File: src/rtl/apb_master_queued_pkg.sv
// Shared types for the queued APB requester: transfer FSM states and response codes.
package apb_pkg;

  typedef enum logic [1:0] {
    IDLE   = 2'd0,
    SETUP  = 2'd1,
    ACCESS = 2'd2,
    RESP   = 2'd3
  } apb_state_e;

  typedef enum logic [1:0] {
    RSP_OK      = 2'b00,
    RSP_SLVERR  = 2'b01,
    RSP_DECERR  = 2'b10,
    RSP_TIMEOUT = 2'b11
  } rsp_err_e;

endpackage

File: src/rtl/apb_master_queued_if.sv
// Command stream, response stream and APB bus of the queued requester.
interface apb_master_queued_if #(
  parameter int ADDR_WIDTH = 32,
  parameter int DATA_WIDTH = 32,
  parameter int NUM_SLAVES = 4
);
  logic                    cmd_valid;
  logic                    cmd_ready;
  logic                    cmd_write;
  logic [ADDR_WIDTH-1:0]   cmd_addr;
  logic [DATA_WIDTH-1:0]   cmd_wdata;
  logic [DATA_WIDTH/8-1:0] cmd_strb;

  logic                    rsp_valid;
  logic                    rsp_ready;
  logic [DATA_WIDTH-1:0]   rsp_rdata;
  logic [1:0]              rsp_err;

  logic [ADDR_WIDTH-1:0]   PADDR;
  logic [NUM_SLAVES-1:0]   PSEL;
  logic                    PENABLE;
  logic                    PWRITE;
  logic [DATA_WIDTH-1:0]   PWDATA;
  logic [DATA_WIDTH/8-1:0] PSTRB;
  logic [2:0]              PPROT;
  logic [DATA_WIDTH-1:0]   PRDATA;
  logic                    PREADY;
  logic                    PSLVERR;

  modport master (
    input  cmd_valid, cmd_write, cmd_addr, cmd_wdata, cmd_strb,
    output cmd_ready,
    output rsp_valid, rsp_rdata, rsp_err,
    input  rsp_ready,
    output PADDR, PSEL, PENABLE, PWRITE, PWDATA, PSTRB, PPROT,
    input  PRDATA, PREADY, PSLVERR
  );

  modport slave (
    output cmd_valid, cmd_write, cmd_addr, cmd_wdata, cmd_strb,
    input  cmd_ready,
    input  rsp_valid, rsp_rdata, rsp_err,
    output rsp_ready,
    input  PADDR, PSEL, PENABLE, PWRITE, PWDATA, PSTRB, PPROT,
    output PRDATA, PREADY, PSLVERR
  );
endinterface

File: src/rtl/apb_master_queued_cmd_fifo.sv
// Synchronous command FIFO; extra pointer MSB distinguishes full from empty.
module apb_cmd_fifo #(
  parameter int WIDTH = 8,
  parameter int DEPTH = 4
) (
  input  logic             clk_i,
  input  logic             rst_ni,
  input  logic             push_i,
  input  logic [WIDTH-1:0] wdata_i,
  input  logic             pop_i,
  output logic [WIDTH-1:0] rdata_o,
  output logic             full_o,
  output logic             empty_o
);
  localparam int PTR_W = $clog2(DEPTH);

  logic [PTR_W:0]   wr_ptr_q, wr_ptr_d;
  logic [PTR_W:0]   rd_ptr_q, rd_ptr_d;
  logic [WIDTH-1:0] mem_q [DEPTH];
  logic             do_push, do_pop;

  assign empty_o = (wr_ptr_q == rd_ptr_q);
  assign full_o  = (wr_ptr_q[PTR_W] != rd_ptr_q[PTR_W]) &&
                   (wr_ptr_q[PTR_W-1:0] == rd_ptr_q[PTR_W-1:0]);
  // Push is gated by the registered full flag, so a same-cycle pop never frees a slot early.
  assign do_push = push_i && !full_o;
  assign do_pop  = pop_i && !empty_o;
  assign rdata_o = mem_q[rd_ptr_q[PTR_W-1:0]];

  always_comb begin
    wr_ptr_d = wr_ptr_q + (PTR_W+1)'(do_push);
    rd_ptr_d = rd_ptr_q + (PTR_W+1)'(do_pop);
  end

  always_ff @(posedge clk_i or negedge rst_ni) begin
    if (!rst_ni) begin
      wr_ptr_q <= '0;
      rd_ptr_q <= '0;
    end else begin
      wr_ptr_q <= wr_ptr_d;
      rd_ptr_q <= rd_ptr_d;
    end
  end

  always_ff @(posedge clk_i) begin
    if (do_push) mem_q[wr_ptr_q[PTR_W-1:0]] <= wdata_i;
  end
endmodule

File: src/rtl/apb_master_queued.sv
// Queued APB5 requester: command FIFO, address decode, one transfer per command.
// Optional wait-state timeout enabled by defining APB_TIMEOUT_EN.
module apb_master_queued
  import apb_pkg::*;
#(
  parameter int                    ADDR_WIDTH     = 32,
  parameter int                    DATA_WIDTH     = 32,
  parameter int                    NUM_SLAVES     = 4,
  parameter logic [ADDR_WIDTH-1:0] BASE_ADDR      = 'h0000_1000,
  parameter int                    REGION_LOG2    = 12,
  parameter int                    CMD_DEPTH      = 4,
  parameter logic [2:0]            PPROT_VAL      = 3'b000,
  parameter int                    TIMEOUT_CYCLES = 16
) (
  input  logic                PCLK,
  input  logic                PRESETn,
  apb_master_queued_if.master bus
);
  localparam int STRB_W = DATA_WIDTH / 8;
  localparam int FIFO_W = 1 + ADDR_WIDTH + DATA_WIDTH + STRB_W;

  if ((DATA_WIDTH % 8) != 0 || NUM_SLAVES < 1 || NUM_SLAVES > 16 || CMD_DEPTH < 2 ||
      (CMD_DEPTH & (CMD_DEPTH - 1)) != 0 || TIMEOUT_CYCLES < 1) begin : g_bad_params
    $error("apb_master_queued: illegal parameter combination");
  end

  function automatic logic [NUM_SLAVES-1:0] decode_sel(input logic [ADDR_WIDTH-1:0] addr);
    logic [ADDR_WIDTH-1:0]  idx;
    logic [NUM_SLAVES-1:0]  sel;
    idx = (addr - BASE_ADDR) >> REGION_LOG2;
    sel = '0;
    if (addr >= BASE_ADDR) begin
      for (int i = 0; i < NUM_SLAVES; i++) sel[i] = (idx == ADDR_WIDTH'(i));
    end
    return sel;
  endfunction

  logic                  fifo_full, fifo_empty, fifo_pop;
  logic [FIFO_W-1:0]     fifo_head;
  logic                  head_write;
  logic [ADDR_WIDTH-1:0] head_addr;
  logic [DATA_WIDTH-1:0] head_wdata;
  logic [STRB_W-1:0]     head_strb;
  logic [NUM_SLAVES-1:0] head_sel;

  apb_cmd_fifo #(.WIDTH(FIFO_W), .DEPTH(CMD_DEPTH)) u_cmd_fifo (
    .clk_i   (PCLK),
    .rst_ni  (PRESETn),
    .push_i  (bus.cmd_valid),
    .wdata_i ({bus.cmd_write, bus.cmd_addr, bus.cmd_wdata, bus.cmd_strb}),
    .pop_i   (fifo_pop),
    .rdata_o (fifo_head),
    .full_o  (fifo_full),
    .empty_o (fifo_empty)
  );

  assign {head_write, head_addr, head_wdata, head_strb} = fifo_head;
  assign head_sel = decode_sel(head_addr);

  apb_state_e            state_q, state_d;
  logic [ADDR_WIDTH-1:0] addr_q, addr_d;
  logic                  write_q, write_d;
  logic [DATA_WIDTH-1:0] wdata_q, wdata_d;
  logic [STRB_W-1:0]     strb_q, strb_d;
  logic [NUM_SLAVES-1:0] sel_q, sel_d;
  logic [DATA_WIDTH-1:0] rdata_q, rdata_d;
  logic [1:0]            err_q, err_d;

`ifdef APB_TIMEOUT_EN
  localparam int CNT_W = ($clog2(TIMEOUT_CYCLES + 1) > 8) ? $clog2(TIMEOUT_CYCLES + 1) : 8;
  logic [CNT_W-1:0] wait_q, wait_d;
`endif

  always_comb begin
    state_d  = state_q;
    addr_d   = addr_q;
    write_d  = write_q;
    wdata_d  = wdata_q;
    strb_d   = strb_q;
    sel_d    = sel_q;
    rdata_d  = rdata_q;
    err_d    = err_q;
    fifo_pop = 1'b0;
`ifdef APB_TIMEOUT_EN
    wait_d   = wait_q;
`endif
    case (state_q)
      IDLE: begin
        if (!fifo_empty) begin
          fifo_pop = 1'b1;
          addr_d   = head_addr;
          write_d  = head_write;
          wdata_d  = head_wdata;
          strb_d   = head_write ? head_strb : '0;
          sel_d    = head_sel;
          if (|head_sel) begin
            state_d = SETUP;
          end else begin
            err_d   = RSP_DECERR;
            rdata_d = '0;
            state_d = RESP;
          end
        end
      end
      SETUP: begin
        state_d = ACCESS;
`ifdef APB_TIMEOUT_EN
        wait_d  = '0;
`endif
      end
      ACCESS: begin
        if (bus.PREADY) begin
          err_d   = bus.PSLVERR ? RSP_SLVERR : RSP_OK;
          rdata_d = (!write_q && !bus.PSLVERR) ? bus.PRDATA : '0;
          state_d = RESP;
`ifdef APB_TIMEOUT_EN
        end else if (wait_q == CNT_W'(TIMEOUT_CYCLES - 1)) begin
          // This is the TIMEOUT_CYCLES-th wait state: abandon the transfer.
          err_d   = RSP_TIMEOUT;
          rdata_d = '0;
          state_d = RESP;
        end else begin
          wait_d  = wait_q + CNT_W'(1);
`endif
        end
      end
      RESP: begin
        if (bus.rsp_ready) state_d = IDLE;
      end
      default: state_d = IDLE;
    endcase
  end

  always_ff @(posedge PCLK or negedge PRESETn) begin
    if (!PRESETn) begin
      state_q <= IDLE;
      addr_q  <= '0;
      write_q <= 1'b0;
      wdata_q <= '0;
      strb_q  <= '0;
      sel_q   <= '0;
      rdata_q <= '0;
      err_q   <= '0;
`ifdef APB_TIMEOUT_EN
      wait_q  <= '0;
`endif
    end else begin
      state_q <= state_d;
      addr_q  <= addr_d;
      write_q <= write_d;
      wdata_q <= wdata_d;
      strb_q  <= strb_d;
      sel_q   <= sel_d;
      rdata_q <= rdata_d;
      err_q   <= err_d;
`ifdef APB_TIMEOUT_EN
      wait_q  <= wait_d;
`endif
    end
  end

  // Selects and enable derive from the state register so reset drops them at once.
  assign bus.cmd_ready = !fifo_full;
  assign bus.rsp_valid = (state_q == RESP);
  assign bus.rsp_rdata = rdata_q;
  assign bus.rsp_err   = err_q;
  assign bus.PADDR     = addr_q;
  assign bus.PSEL      = (state_q == SETUP || state_q == ACCESS) ? sel_q : '0;
  assign bus.PENABLE   = (state_q == ACCESS);
  assign bus.PWRITE    = write_q;
  assign bus.PWDATA    = wdata_q;
  assign bus.PSTRB     = strb_q;
  assign bus.PPROT     = PPROT_VAL;
endmodule

File: src/flat_wrapper.sv
// flat-port wrapper written by rule: the top's interface ports become plain ports
module apb_master_queued_flat import apb_pkg::*;
#(
  parameter int                    ADDR_WIDTH     = 32,
  parameter int                    DATA_WIDTH     = 32,
  parameter int                    NUM_SLAVES     = 4,
  parameter logic [ADDR_WIDTH-1:0] BASE_ADDR      = 'h0000_1000,
  parameter int                    REGION_LOG2    = 12,
  parameter int                    CMD_DEPTH      = 4,
  parameter logic [2:0]            PPROT_VAL      = 3'b000,
  parameter int                    TIMEOUT_CYCLES = 16
)
  (PCLK, PRESETn, bus_cmd_valid, bus_cmd_write, bus_cmd_addr, bus_cmd_wdata, bus_cmd_strb, bus_cmd_ready, bus_rsp_valid, bus_rsp_rdata, bus_rsp_err, bus_rsp_ready, bus_PADDR, bus_PSEL, bus_PENABLE, bus_PWRITE, bus_PWDATA, bus_PSTRB, bus_PPROT, bus_PRDATA, bus_PREADY, bus_PSLVERR);
  apb_master_queued_if #(.ADDR_WIDTH(ADDR_WIDTH), .DATA_WIDTH(DATA_WIDTH), .NUM_SLAVES(NUM_SLAVES)) bus_i ();
  input  logic PCLK;
  input  logic PRESETn;
  input wire logic [$bits(bus_i.cmd_valid)-1:0] bus_cmd_valid;
  input wire logic [$bits(bus_i.cmd_write)-1:0] bus_cmd_write;
  input wire logic [$bits(bus_i.cmd_addr)-1:0] bus_cmd_addr;
  input wire logic [$bits(bus_i.cmd_wdata)-1:0] bus_cmd_wdata;
  input wire logic [$bits(bus_i.cmd_strb)-1:0] bus_cmd_strb;
  output wire logic [$bits(bus_i.cmd_ready)-1:0] bus_cmd_ready;
  output wire logic [$bits(bus_i.rsp_valid)-1:0] bus_rsp_valid;
  output wire logic [$bits(bus_i.rsp_rdata)-1:0] bus_rsp_rdata;
  output wire logic [$bits(bus_i.rsp_err)-1:0] bus_rsp_err;
  input wire logic [$bits(bus_i.rsp_ready)-1:0] bus_rsp_ready;
  output wire logic [$bits(bus_i.PADDR)-1:0] bus_PADDR;
  output wire logic [$bits(bus_i.PSEL)-1:0] bus_PSEL;
  output wire logic [$bits(bus_i.PENABLE)-1:0] bus_PENABLE;
  output wire logic [$bits(bus_i.PWRITE)-1:0] bus_PWRITE;
  output wire logic [$bits(bus_i.PWDATA)-1:0] bus_PWDATA;
  output wire logic [$bits(bus_i.PSTRB)-1:0] bus_PSTRB;
  output wire logic [$bits(bus_i.PPROT)-1:0] bus_PPROT;
  input wire logic [$bits(bus_i.PRDATA)-1:0] bus_PRDATA;
  input wire logic [$bits(bus_i.PREADY)-1:0] bus_PREADY;
  input wire logic [$bits(bus_i.PSLVERR)-1:0] bus_PSLVERR;
  assign bus_i.cmd_valid = bus_cmd_valid;
  assign bus_i.cmd_write = bus_cmd_write;
  assign bus_i.cmd_addr = bus_cmd_addr;
  assign bus_i.cmd_wdata = bus_cmd_wdata;
  assign bus_i.cmd_strb = bus_cmd_strb;
  assign bus_cmd_ready = bus_i.cmd_ready;
  assign bus_rsp_valid = bus_i.rsp_valid;
  assign bus_rsp_rdata = bus_i.rsp_rdata;
  assign bus_rsp_err = bus_i.rsp_err;
  assign bus_i.rsp_ready = bus_rsp_ready;
  assign bus_PADDR = bus_i.PADDR;
  assign bus_PSEL = bus_i.PSEL;
  assign bus_PENABLE = bus_i.PENABLE;
  assign bus_PWRITE = bus_i.PWRITE;
  assign bus_PWDATA = bus_i.PWDATA;
  assign bus_PSTRB = bus_i.PSTRB;
  assign bus_PPROT = bus_i.PPROT;
  assign bus_i.PRDATA = bus_PRDATA;
  assign bus_i.PREADY = bus_PREADY;
  assign bus_i.PSLVERR = bus_PSLVERR;
  apb_master_queued #(.ADDR_WIDTH(ADDR_WIDTH), .DATA_WIDTH(DATA_WIDTH), .NUM_SLAVES(NUM_SLAVES), .BASE_ADDR(BASE_ADDR), .REGION_LOG2(REGION_LOG2), .CMD_DEPTH(CMD_DEPTH), .PPROT_VAL(PPROT_VAL), .TIMEOUT_CYCLES(TIMEOUT_CYCLES)) u_core (.PCLK(PCLK), .PRESETn(PRESETn), .bus(bus_i));
endmodule
File: config.mk
export PLATFORM = sky130hd
export DESIGN_NAME = apb_master_queued_flat
export DESIGN_NICKNAME = d
export VERILOG_FILES = /design/src/rtl/apb_master_queued_pkg.sv /design/src/rtl/apb_master_queued_if.sv /design/src/rtl/apb_master_queued_cmd_fifo.sv /design/src/rtl/apb_master_queued.sv /design/src/flat_wrapper.sv
export SDC_FILE = /design/constraint.sdc
export NUM_CORES = 1
export LEC_CHECK = 0
export ABC_AREA = 1
export CAP_MARGIN = 30
export CORE_MARGIN = 2
export CORE_UTILIZATION = 40
export DETAILED_ROUTE_END_ITERATION = 8
export PLACE_DENSITY_LB_ADDON = 0.25
export SYNTH_ARGS = -nofsm -noshare
export SYNTH_HDL_FRONTEND = slang
export SYNTH_SLANG_ARGS = --single-unit
File: constraint.sdc
create_clock -name PCLK -period 6.6 [get_ports PCLK]
set_input_delay 0.66 -clock PCLK [delete_from_list [all_inputs] [get_ports PCLK]]
set_output_delay 0.66 -clock PCLK [all_outputs]
set_load 0.01 [all_outputs]
Cell sizes after repair:
Scale bar: 50 um.
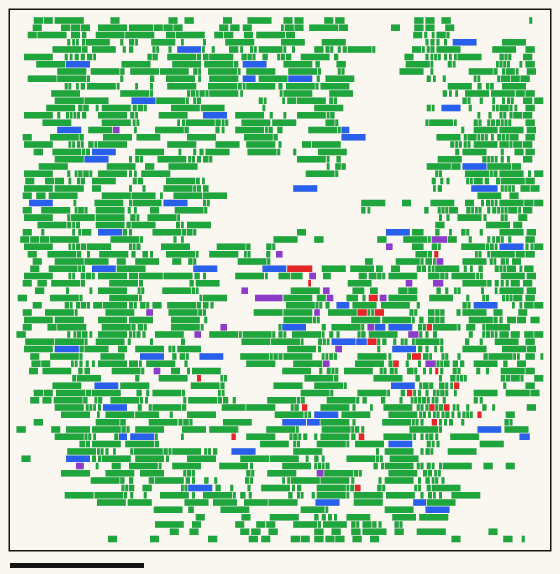
colour	size	cells	share	most used
red	drive 2	22	1.4%	nand2_2
purple	drive 3 to 4	25	1.6%	buf_4
green	drive 1 or less	1499	94%	nor2_1
blue	drive 6 and up	53	3.3%	clkbuf_16
P&R area growth vs syn: 25.0%
Non-clock buffers: 236
worst setup margin: 2.68 ns
post-route cell area: 19400 um2

Cell classes on the final placement:
Scale bar: 50 um.
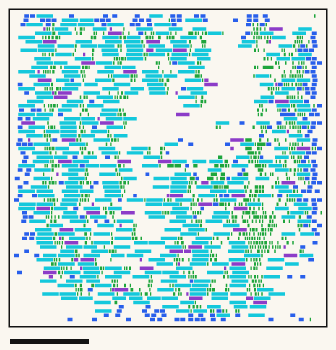
colour	class	cells	share of their area
cyan	flip-flops	391	59%
green	all other logic	899	21%
blue	other buffers and delay cells	236	12%
purple	clock drivers and dummy loads	73	6.6%
Final Util: 0.505
Core ar.: 38500 um2
flop share of the area: 0.575

Sequential cells grouped by signal name:
Scale bar: 50 um.
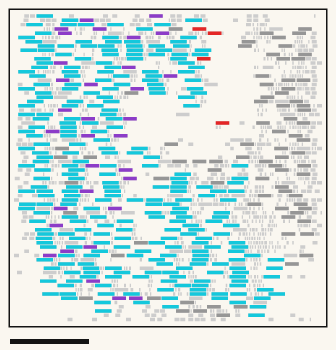
colour	name in the netlist	placed flops
red	u_core.bus.PSTRB	4
cyan	u_core.u_cmd_fifo.mem_q	276
purple	u_core.bus.PWDATA	32
not coloured	79
power in sequential cells: 3.76 mW
sequential cell area: 11200 um2

Selected gate families:
Scale bar: 50 um.
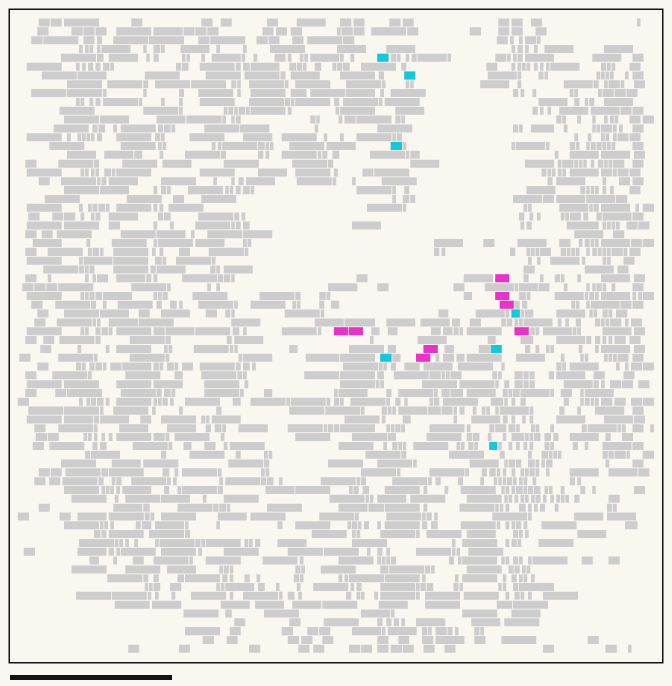
colour	family	cells	most used
magenta	adder and majority cells	8	ha_1
cyan	AND-OR and OR-AND gates	7	a32o_1
post-route insts no fill: 2118
Top cell excl fill/tap: nor2_1
logic share of the area: 0.195

==> results_dict.tcl <==
# implementation run metrics
set metrics [dict create \
    status "completed" \
    top_power_group "registers" \
    cap_violations 0 \
    fin_tns_setup_ns 0 \
    critical_path_class "reg2reg" \
    hold_slack_ns 0.154 \
    drt_iter0_drc 572 \
    peakVddDrop_v 0.000246 \
    fillers 3371 \
    ys_ff 391 \
    rows 72 \
    rsz0062_at_grt "no" \
    p_sw_mw 3.38 \
    hpwlAfterDp_mm 21.8 \
    cts-root-buf "clkbuf_16" \
    end_kind "flip-flop" \
    dieHeight_um 201 \
    cts_setup_buffers 0 \
    synth_top_area_share 0.534 \
    finalHoldViolCount 0 \
    cp.buffers_inverters 2 \
    hp-class "in2async" \
    crit_path_start "u_core.u_cmd_fifo.rd_ptr_q[0]$_DFF_PN0_" \
    fmax_mhz 255 \
    layout_top_cells "nor2_1 (279), edfxtp_1 (276), nand2_1 (241)" \
    clk_share 0.0633 \
    slowest_delay_ns 0.77 \
    drv_slew 0 \
    yosys-top-cells-count "nor2_1 (279), edfxtp_1 (276), nand2_1 (241)" \
    portBuffers 216 \
    r2r_end "u_core.bus.rsp_rdata[3]$_DFFE_PN0P_" \
    met3WireLength_mm 2.48 \
    drt_first_pass_iters 5 \
    synth-edff-count 276 \
    ys.warnings.count 0 \
    fin_skew_ns 0.0203 \
    postSynthCellCount 1363 \
    wirelength_mm 37.0 \
    synth_cell_types 35 \
    place_area_um2 18200 \
    path_delay_family "simple AND/OR/NAND/NOR gates" \
    flop_cell "edfxtp_1" \
    top_layer "met5" \
    met1_length_mm 16.5 \
    grt_util_met1 0.246 \
    cts_resized 0 \
    r2r_cells 17 \
    finalPower_mw 9.27 \
    grt_max_degree 99 \
    crit_required_ns 7.04 \
    tool_warnings 30 \
    cts_buffer_depth 3 \
    largest_cell_class "flip-flops and latches" \
    path_cells "inv_4, buf_4, nand2_1, nand3_1, nand2_1, nand4_1, nor2_1, nand2_1, nand2_1, nand3_1, nor2_4, o211ai_1, nand2_2, nand2_4, nand2_8, nand2_1, nand2_1" \
    comb_cells 836 \
    cts_tree "built" \
    antenna_cells 1 \
    async_flop_share 0.294 \
    cts_hold_buf 0 \
    critPathMaxFanout 98 \
    p_seq_frac 0.406 \
    use_met3 0.0446 \
    endpoint "u_core.bus.rsp_rdata[3]$_DFFE_PN0P_" \
    min_period_ns 3.92 \
    synth_seq_share 0.719 \
    place.gp.congestion 0.824 \
    ys_cells 1363 \
    wire_per_inst_um 17.5 \
    busiest_layer "met2" \
    chip_area_um2 40400 \
    flops 391 \
    grt_pass1_vias 10415 \
    cts.sinks 391 \
    buffer_area_frac 0.121 \
    reg2reg_from "u_core.u_cmd_fifo.rd_ptr_q[0]$_DFF_PN0_" \
    finalSetupViolCount 0 \
    dieWidth_um 201 \
]
## kinds of logic after synthesis
kind of cell    share of synthesized area
xor+xnor                          0.00282
simple gates                        0.166
other cells                      0.000241
fa+ha+maj                         0.00644
flops                               0.719
buf+inv                            0.0393
compound gates                     0.0664
## sequential cells by signal, summed over array words and instances, names as in the netlist
register                    flops
u_core.u_cmd_fifo.wr_ptr_q      3
u_core.bus.PSTRB                4
u_core.bus.PWDATA              32
u_core.bus.PADDR               32
u_core.u_cmd_fifo.rd_ptr_q      3
u_core.sel_q                    4
u_core.u_cmd_fifo.mem_q       276
u_core.bus.rsp_rdata           32
u_core.bus.rsp_err              2
u_core.state_q                  2
u_core.bus.PWRITE               1
No activity file was given, so power comes from the tool's default toggle rates.
